===== config.mk =====
export PLATFORM = sky130hd
export DESIGN_NAME = run_sequencer_flat
export DESIGN_NICKNAME = d
export VERILOG_FILES = /design/src/rtl/run_sequencer_if.sv /design/src/rtl/run_sequencer.sv /design/src/flat_wrapper.sv
export SDC_FILE = /design/constraint.sdc
export NUM_CORES = 1
export LEC_CHECK = 0
export ABC_CLOCK_PERIOD_IN_PS = 3250
export CORE_AREA = 2 2 56 58
export DETAILED_ROUTE_END_ITERATION = 10
export DIE_AREA = 0 0 58 60
export GPL_ROUTABILITY_DRIVEN = 0
export SYNTH_ARGS = -nofsm -noshare
export SYNTH_HDL_FRONTEND = slang
export SYNTH_SLANG_ARGS = --single-unit

===== constraint.sdc =====
create_clock -name clk -period 3.25 [get_ports clk]
set_input_delay 0.975 -clock clk [delete_from_list [all_inputs] [get_ports clk]]
set_output_delay 0.975 -clock clk [all_outputs]
set_load 0.005 [all_outputs]

===== src/rtl/run_sequencer_if.sv =====
// Bundle between the run sequencer and the host/core side.
// The host drives start and returns the core's done flag; the sequencer drives everything else.
interface run_sequencer_if #(
    parameter int CW = 16
);
    logic          start;
    logic          core_done;
    logic          core_reset;
    logic          core_req;
    logic          busy;
    logic          done;
    logic          timeout;
    logic [CW-1:0] cycle_count;

    modport master (
        output start,
        output core_done,
        input  core_reset,
        input  core_req,
        input  busy,
        input  done,
        input  timeout,
        input  cycle_count
    );

    modport slave (
        input  start,
        input  core_done,
        output core_reset,
        output core_req,
        output busy,
        output done,
        output timeout,
        output cycle_count
    );
endinterface


===== src/rtl/run_sequencer.sv =====
// Run controller for the single-cycle core: holds it in reset, pulses req,
// then counts execution cycles until done or the watchdog fires.
module run_sequencer #(
    parameter int RST_CYC = 2,
    parameter int CW      = 16,
    parameter int MAX_CYC = 4000
) (
    input  logic           clk,
    input  logic           reset,
    run_sequencer_if.slave bus
);
    localparam int RW = (RST_CYC > 1) ? $clog2(RST_CYC) : 1;
    localparam logic [RW-1:0] RST_LOAD = RW'(RST_CYC - 1);
    localparam logic [CW-1:0] LAST_CYC = CW'(MAX_CYC - 1);

    typedef enum logic [1:0] {
        IDLE,
        RST,
        RUN,
        DONE
    } state_t;

    state_t        state_reg;
    logic [RW-1:0] rst_cnt_reg;
    logic [CW-1:0] count_reg;
    logic          timeout_reg;
    logic          req_reg;

    always_ff @(posedge clk) begin
        if (reset) begin
            state_reg   <= IDLE;
            rst_cnt_reg <= '0;
            count_reg   <= '0;
            timeout_reg <= 1'b0;
            req_reg     <= 1'b0;
        end else begin
            req_reg <= 1'b0;
            case (state_reg)
                IDLE, DONE: begin
                    if (bus.start) begin
                        state_reg   <= RST;
                        rst_cnt_reg <= RST_LOAD;
                        count_reg   <= '0;
                        timeout_reg <= 1'b0;
                    end
                end
                RST: begin
                    if (rst_cnt_reg == '0) begin
                        state_reg <= RUN;
                        req_reg   <= 1'b1;
                    end else begin
                        rst_cnt_reg <= rst_cnt_reg - 1'b1;
                    end
                end
                RUN: begin
                    // The sampling cycle is counted; completion beats the watchdog on a tie.
                    count_reg <= count_reg + 1'b1;
                    if (bus.core_done) begin
                        state_reg   <= DONE;
                        timeout_reg <= 1'b0;
                    end else if (count_reg == LAST_CYC) begin
                        state_reg   <= DONE;
                        timeout_reg <= 1'b1;
                    end
                end
                default: state_reg <= IDLE;
            endcase
        end
    end

    assign bus.core_reset  = (state_reg == IDLE) || (state_reg == RST);
    assign bus.busy        = (state_reg == RST) || (state_reg == RUN);
    assign bus.done        = (state_reg == DONE);
    assign bus.core_req    = req_reg;
    assign bus.timeout     = timeout_reg;
    assign bus.cycle_count = count_reg;
endmodule

===== src/flat_wrapper.sv =====
// flat-port wrapper written by rule: the top's interface ports become plain ports
module run_sequencer_flat 
#(
    parameter int RST_CYC = 2,
    parameter int CW      = 16,
    parameter int MAX_CYC = 4000
)
  (clk, reset, bus_start, bus_core_done, bus_core_reset, bus_core_req, bus_busy, bus_done, bus_timeout, bus_cycle_count);
  run_sequencer_if #(.CW(CW)) bus_i ();
  input  logic clk;
  input  logic reset;
  input wire logic [$bits(bus_i.start)-1:0] bus_start;
  input wire logic [$bits(bus_i.core_done)-1:0] bus_core_done;
  output wire logic [$bits(bus_i.core_reset)-1:0] bus_core_reset;
  output wire logic [$bits(bus_i.core_req)-1:0] bus_core_req;
  output wire logic [$bits(bus_i.busy)-1:0] bus_busy;
  output wire logic [$bits(bus_i.done)-1:0] bus_done;
  output wire logic [$bits(bus_i.timeout)-1:0] bus_timeout;
  output wire logic [$bits(bus_i.cycle_count)-1:0] bus_cycle_count;
  assign bus_i.start = bus_start;
  assign bus_i.core_done = bus_core_done;
  assign bus_core_reset = bus_i.core_reset;
  assign bus_core_req = bus_i.core_req;
  assign bus_busy = bus_i.busy;
  assign bus_done = bus_i.done;
  assign bus_timeout = bus_i.timeout;
  assign bus_cycle_count = bus_i.cycle_count;
  run_sequencer #(.RST_CYC(RST_CYC), .CW(CW), .MAX_CYC(MAX_CYC)) u_core (.clk(clk), .reset(reset), .bus(bus_i));
endmodule

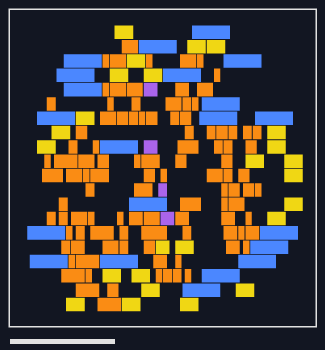
Figure 1: placement by cell class.
Bar = 20 um.
- orange: combinational and other logic (cells 104)
- blue: flops (cells 21)
- yellow: other buffers and delay cells (cells 25)
- purple: clock drivers and dummy loads (cells 4)
Seq area share: 29.8%
Final Cell Area: 0.00141 sq mm
row count: 20
Util after Layout: 48.5%
core area: 0.00290 sq mm

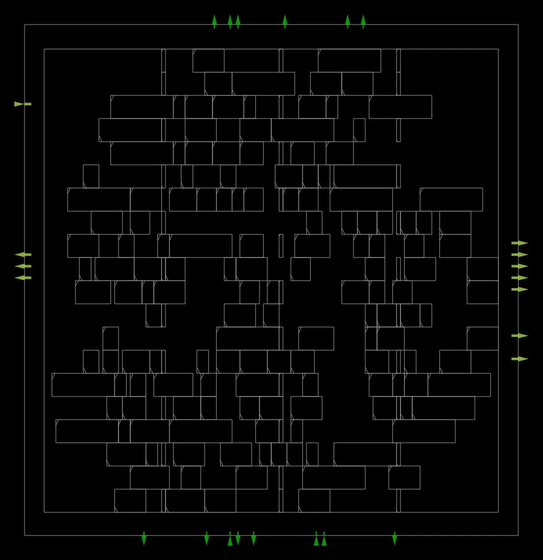
Figure 2: placed standard cells.
Seq cells: 21
Finished Layout Cells: 187

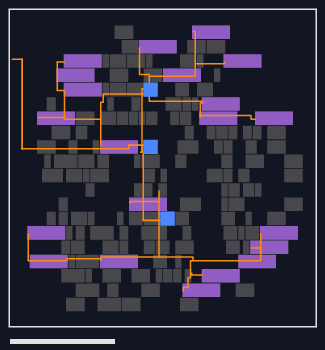
Figure 3: clock distribution.
Bar = 20 um.
- purple: flip-flops (count 21)
- blue: clock drivers (count 3)
- orange: clock wires (length 270 um)
- routed clock nets: 4
setup skew after layout: 5.31 ps
clk_lat worst skew: 310 ps

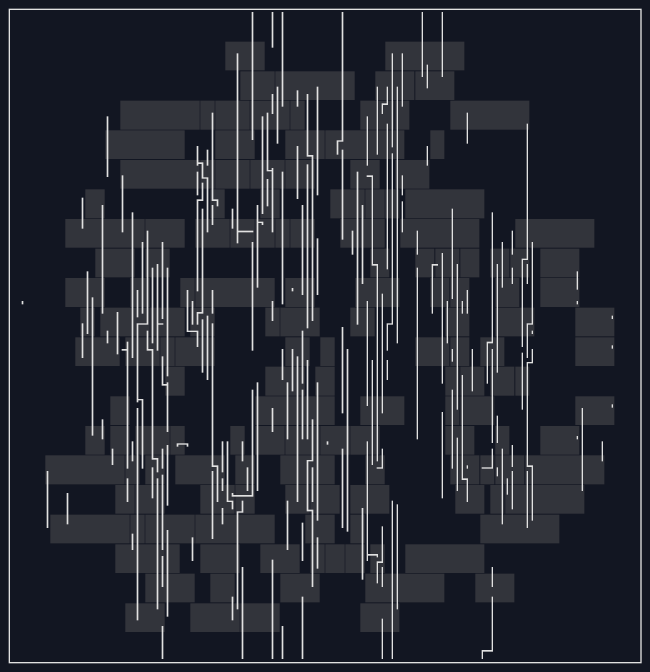
Figure 4: M2 wires.
- nets with wire on the layer: 128
- share of all routed wire: 48%
M2 GR Usage: 26.0%
routed via count: 986
WL final: 2.48 mm

==> impl_metrics.env <==
# yosys + openroad results
export IMPL_cts_tree="yes"
export IMPL_grt_max_degree=14
export IMPL_synth_flops=21
export IMPL_endpoint_kind="output pin"
export IMPL_fp_nets=140
export IMPL_hp_start="u_core.rst_cnt_reg"
export IMPL_path_class="reg2out"
export IMPL_cts_sinks=21
export IMPL_powerClk_uw=128
export IMPL_cts_repair_resized=0
export IMPL_worstPathArrival_ps=1910
export IMPL_crit_fanout=10
export IMPL_nNonClkBuffers=25
export IMPL_outcome="complete, no violations"
export IMPL_die_h_um=60
export IMPL_syn_instance_count=130
export IMPL_die_area_sq_mm=0.00348
export IMPL_internal_power_uw=449
export IMPL_switching_share_pct=37.2
export IMPL_p_comb_uw=284
export IMPL_nonClockInverterCount=5
export IMPL_dp_cells=183
export IMPL_syn2layout_area_growth_pct=25.8
export IMPL_lay_top_cells="24 x clkdlybuf4s50_1, 21 x dfxtp_1, 13 x nor2_1, 10 x a21oi_1, 9 x nand2_1"
export IMPL_synth_async_reset_ratio_pct=0
export IMPL_crit_family="buffers and inverters"
export IMPL_hold_class="reg2reg"
export IMPL_worst_pin_slew_ps=499
export IMPL_path_buffers=2
export IMPL_fill_cells=282
export IMPL_ys_sh_mux_pct=3.13
export IMPL_die_w_um=58
export IMPL_largestClassByArea="combinational gates"
export IMPL_ys_chip_area_sq_mm=0.00112
export IMPL_ys_top_cells_by_count="21 x dfxtp_1, 13 x nor2_1, 10 x a21oi_1"
export IMPL_cp_required_ps=2270
export IMPL_min_path_cells=1
export IMPL_top_area_share_pct=37.5
export IMPL_clkSlewWorstSetupHoldPaths_ps=120
export IMPL_drc=0
export IMPL_overflow=0
export IMPL_synthTopCellsByArea="dfxtp_1 38%, ha_1 6.7%, xnor2_1 5.5%"
